==> config.mk <==
export PLATFORM = sky130hd
export DESIGN_NAME = spi_slave
export DESIGN_NICKNAME = d
export VERILOG_FILES = /design/src/rtl/spi_slave.sv
export SDC_FILE = /design/constraint.sdc
export NUM_CORES = 1
export LEC_CHECK = 0
export CORE_MARGIN = 3
export CORE_UTILIZATION = 31
export CTS_CLUSTER_SIZE = 28
export DETAILED_ROUTE_END_ITERATION = 6
export PLACE_DENSITY = 0.58
export SLEW_MARGIN = 20
export SYNTH_ARGS = -nofsm -noshare
export SYNTH_HDL_FRONTEND = slang
export SYNTH_SLANG_ARGS = --single-unit
==> constraint.sdc <==
create_clock -name clk -period 2.35 [get_ports clk]
set_clock_uncertainty 0.05 [all_clocks]
set_input_delay 0.47 -clock clk [delete_from_list [all_inputs] [get_ports clk]]
set_output_delay 0.47 -clock clk [all_outputs]
set_load 0.01 [all_outputs]
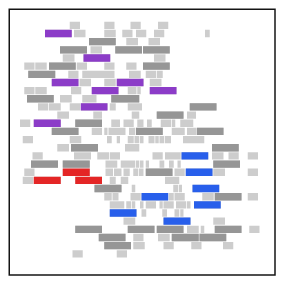
**Above:** run 1 (sequential cells colored by netlist name).
Drawn at 3 px/µm.
Key: rx_q = blue [placed flops 7]; sclk_pipe_q = red [placed flops 3]; tx_sh_q = purple [placed flops 8]
Another 31 sequential cells are not colored.
post-layout util: 40.0%
FF+latch area: 1230 µm²
P_seq: 1.04 mW

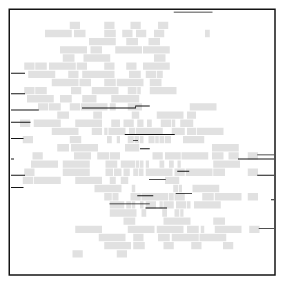
**Above:** run 1 (signal wires on met3).
Drawn at 3 px/µm. Cells faint in the background.
20 nets have wire on it. The layer carries 160 µm of wire. The longest straight run is 17.7 µm.
DR vias: 1349
met3 GRT Util: 2.92%
Routed WL: 3770 µm

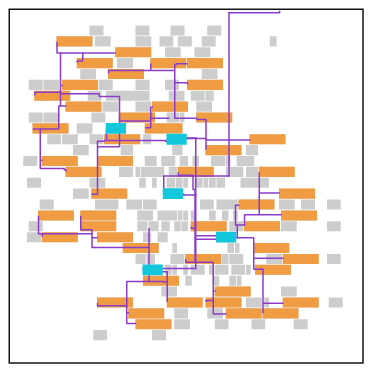
**Above:** run 1 (clock network drawn from the DEF).
Drawn at 4 px/µm.
Key: clock-net drivers = cyan [count 5]; clock wires = purple [length 615 µm]; flip-flops = orange [count 49]
There are 6 routed clock nets.
clock group share of total power: 30.1%
Late-Pin Clk Latency: 0.31 ns
P_clk: 0.610 mW

==> deck_impl_summary.md, run 1 <==
Physical Implementation Snapshot

CTS
  – Root Driver: clkbuf_8
  – Clock Tree Buf Depth: 2
  – Clock-pin slew on the worst setup and hold paths: 0.10 ns
  – CTS Sinks: 49
  – Post-CTS Hold Fix Bufs: 0
  – Post-CTS Setup Bufs: 0
  – Total CTS buffers: 5
  – CTS tree: built

Synthesis
  – Synth Area in XOR/XNOR: 0.779%
  – Post-Synthesis Cells: 155
  – Mux share: 16.2%
  – Synth Warn #: 0
  – Yosys cell types: 29
  – Adder share: 1.20%
  – Dominant flop cell: dfrtp_1
  – Mapped Area: 2090 µm²
  – Post-synth top cells: dfrtp_1, mux2_2, o21ai_0
  – Post-synth area from yosys stat: 2090 µm²
  – Syn nets: 173
  – Post-synth area hogs: dfrtp_1, mux2_2, a32o_1, a222oi_1, o21ai_0
  – #FFs+latches synth: 49
  – Post-synth ARST share: 100%
  – Comb area leader: multiplexers
  – Simple-gate portion of the synthesized area: 5.63%
  – Area share, top type: 57.5%
  – Most frequent cell after synthesis: dfrtp_1
  – Aoi share: 14.4%
  – Number of synthesized flops with an enable pin: 0
  – Cell type with the largest total area: dfrtp_1
  – Post-synth seq share: 58.8%
  – Yosys cell count: 155
  – Avg Inst Size Synth: 13.5 µm²

Cells and area
  – Final Non-Filler Cells: 264
  – Flop share of the area: 47.7%
  – Dominant kind of cell: sequential cells
  – # diodes: 0
  – Clk cell area share: 4.48%
  – Filler cell count: 602
  – Flops: 49
  – Layout cells sized above 1: 24.1%
  – Clkbuf count: 5
  – Layout net count: 204
  – Multi-input logic area: 798 µm²
  – Top cell excl fill/tap: dfrtp_1
  – Synth-to-Final Area Change: 23.1%
  – Logic inverters: 11
  – Non-clock buffers: 29
  – Number of logic gates: 90
  – Comb area share: 31.0%
  – Buffer share of cell area: 11.4%
  – Design Area, Final: 2570 µm²

Placement
  – Placed Cells incl. Taps: 256
  – Hpwl dp: 2590 µm
  – DP Area: 2460 µm²
  – GPL Wtd Cong: 0.768
  – DP Worst Slack: 0.377 ns

Pwr
  – Sequential cell fraction of total power: 51.4%
  – Top Consumer: sequential cells
  – Total power: 2.03 mW
  – Switching share of total power: 27.4%
  – P_leak: 1.14 nW
  – Logic pwr share: 18.5%
  – Internal cell power: 1.47 mW
  – PD cells: 788 nW/µm²
  – Sw power: 0.555 mW
  – Maximum vdd drop: 330 µV

Worst setup path
  – Flop-to-flop setup slack: 0.37 ns
  – R2r worst-path depth: 4
  – Crit. path cell count: 1
  – Worst path slowest cell: clkdlybuf4s50_1
  – Crit-path leading delay family: buffers and inverters
  – CP Class: register to output port
  – Worst-path cell chain: clkdlybuf4s50_1
  – Worst path bufs/invs: 1
  – Slowest cell delay on critical path: 0.62 ns
  – Setup crit start kind: register
  – CP Max Fanout: 12
  – CP arrival: 1.52 ns
  – CP endpoint kind: output port
  – WP data required: 1.83 ns

Drt
  – Initial drt markers: 118
  – DR WL/cell: 14.3 µm
  – Met2 WL: 1720 µm
  – Metal3 WL: 160 µm
  – Drt pass-1 iters: 5
  – Wl on met1: 1820 µm
  – Via density: 5.11
  – DRC Markers: 0

Global route
  – Initial antenna violation count: 0
  – First-pass GRT wire length: 6580 µm
  – Vias in the first global route: 1363
  – Largest net degree at the start of global routing: 30
  – GRT Total Usage: 10.9%
  – Busiest layer in global routing: met2
  – GRT overflow: 0
  – GRT met2 Usage: 16.5%
  – M1 GR Usage: 14.9%

Floorplan
  – Die area: 7760 µm²
  – Io pins: 28
  – Core ar.: 6420 µm²
  – Die Y-Extent: 88.1 µm
  – Die X: 88.1 µm
  – Core Util at FP: 32.5%
  – Row count: 29
  – N_taps: 77

STA
  – Fin crit share: 86.6%
  – Final hold vios: 0
  – Final setup fails: 0
  – F_max: 0.491 GHz
  – Max-slew headroom: 40.7%
  – RSZ-0062 raised after global routing: no
  – Final Worst Setup Slack: 0.314 ns
  – Fin Hold WS: 0.0730 ns
  – Tmin final: 2.04 ns
  – Least-Margin Pin Slew: 0.888 ns
  – Final TNS setup: 0 ns
  – Fin. max-slew vios: 0

Worst hold path
  – Worst hold path type: primary input to asynchronous set/reset pin

Flow run
  – Max-Cap Viols: 0

Status
  – Status: finished clean
==> run 2, diff against run 1 <==
GPL_TIMING_DRIVEN = 1   (was unset)
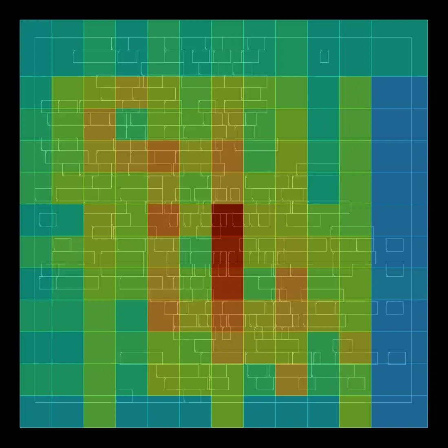
**Above:** run 2 (routing congestion map).
GRT met2 Usage: 16.5%
M1 GR Usage: 14.9%
GRT Total Usage: 10.9%

==> deck_impl_summary.md, run 2 <==
Physical Implementation Snapshot

Status
  – Status: finished clean

Global route
  – Met3 GRT Util: 2.92%
  – Vias in the first global route: 1363
  – Largest net degree at the start of global routing: 30
  – Initial antenna violation count: 0
  – GRT overflow: 0

Synthesis
  – Post-Synthesis Cells: 155
  – Cell type with the largest total area: dfrtp_1
  – Synth Warn #: 0
  – Mapped Area: 2090 µm²
  – Mux share: 16.2%
  – Synth Area in XOR/XNOR: 0.779%
  – Simple-gate portion of the synthesized area: 5.63%
  – Area share, top type: 57.5%
  – Adder share: 1.20%
  – Comb area leader: multiplexers
  – Post-synth area hogs: dfrtp_1, mux2_2, a32o_1, a222oi_1, o21ai_0
  – Dominant flop cell: dfrtp_1
  – Yosys cell count: 155
  – Post-synth area from yosys stat: 2090 µm²
  – Post-synth seq share: 58.8%
  – #FFs+latches synth: 49
  – Syn nets: 173

Cells and area
  – Synth-to-Final Area Change: 23.1%
  – Clkbuf count: 5
  – Final Non-Filler Cells: 264
  – Flops: 49
  – Clk cell area share: 4.48%
  – Top cell excl fill/tap: dfrtp_1
  – # diodes: 0
  – Buffer share of cell area: 11.4%
  – Filler cell count: 602
  – Logic inverters: 11
  – Non-clock buffers: 29
  – Layout net count: 204
  – Comb area share: 31.0%
  – Flop share of the area: 47.7%

STA
  – Fin. max-slew vios: 0
  – F_max: 0.491 GHz
  – Fin Hold WS: 0.0730 ns
  – Final Worst Setup Slack: 0.314 ns
  – Final TNS setup: 0 ns
  – Final setup fails: 0
  – Least-Margin Pin Slew: 0.888 ns

Drt
  – Routed WL: 3770 µm
  – DRC Markers: 0
  – Initial drt markers: 118
  – Drt pass-1 iters: 5
  – DR WL/cell: 14.3 µm

Worst setup path
  – Flop-to-flop setup slack: 0.37 ns
  – Worst-path cell chain: clkdlybuf4s50_1
  – CP arrival: 1.52 ns
  – Slowest cell delay on critical path: 0.62 ns
  – Worst path bufs/invs: 1
  – CP Max Fanout: 12
  – R2r worst-path depth: 4
  – CP Class: register to output port
  – Worst path slowest cell: clkdlybuf4s50_1
  – WP data required: 1.83 ns

Pwr
  – Sequential cell fraction of total power: 51.4%
  – Maximum vdd drop: 330 µV
  – Total power: 2.03 mW
  – P_seq: 1.04 mW
  – Switching share of total power: 27.4%
  – PD cells: 788 nW/µm²
  – Sw power: 0.555 mW

Worst hold path
  – Worst hold path type: primary input to asynchronous set/reset pin

CTS
  – Post-CTS Hold Fix Bufs: 0
  – Root Driver: clkbuf_8
  – Total CTS buffers: 5

Floorplan
  – Core ar.: 6420 µm²
  – Die area: 7760 µm²
  – Die Y-Extent: 88.1 µm
  – Io pins: 28
  – Core Util at FP: 32.5%

Placement
  – DP Worst Slack: 0.377 ns
No activity file was given, so power comes from the tool's default toggle rates.
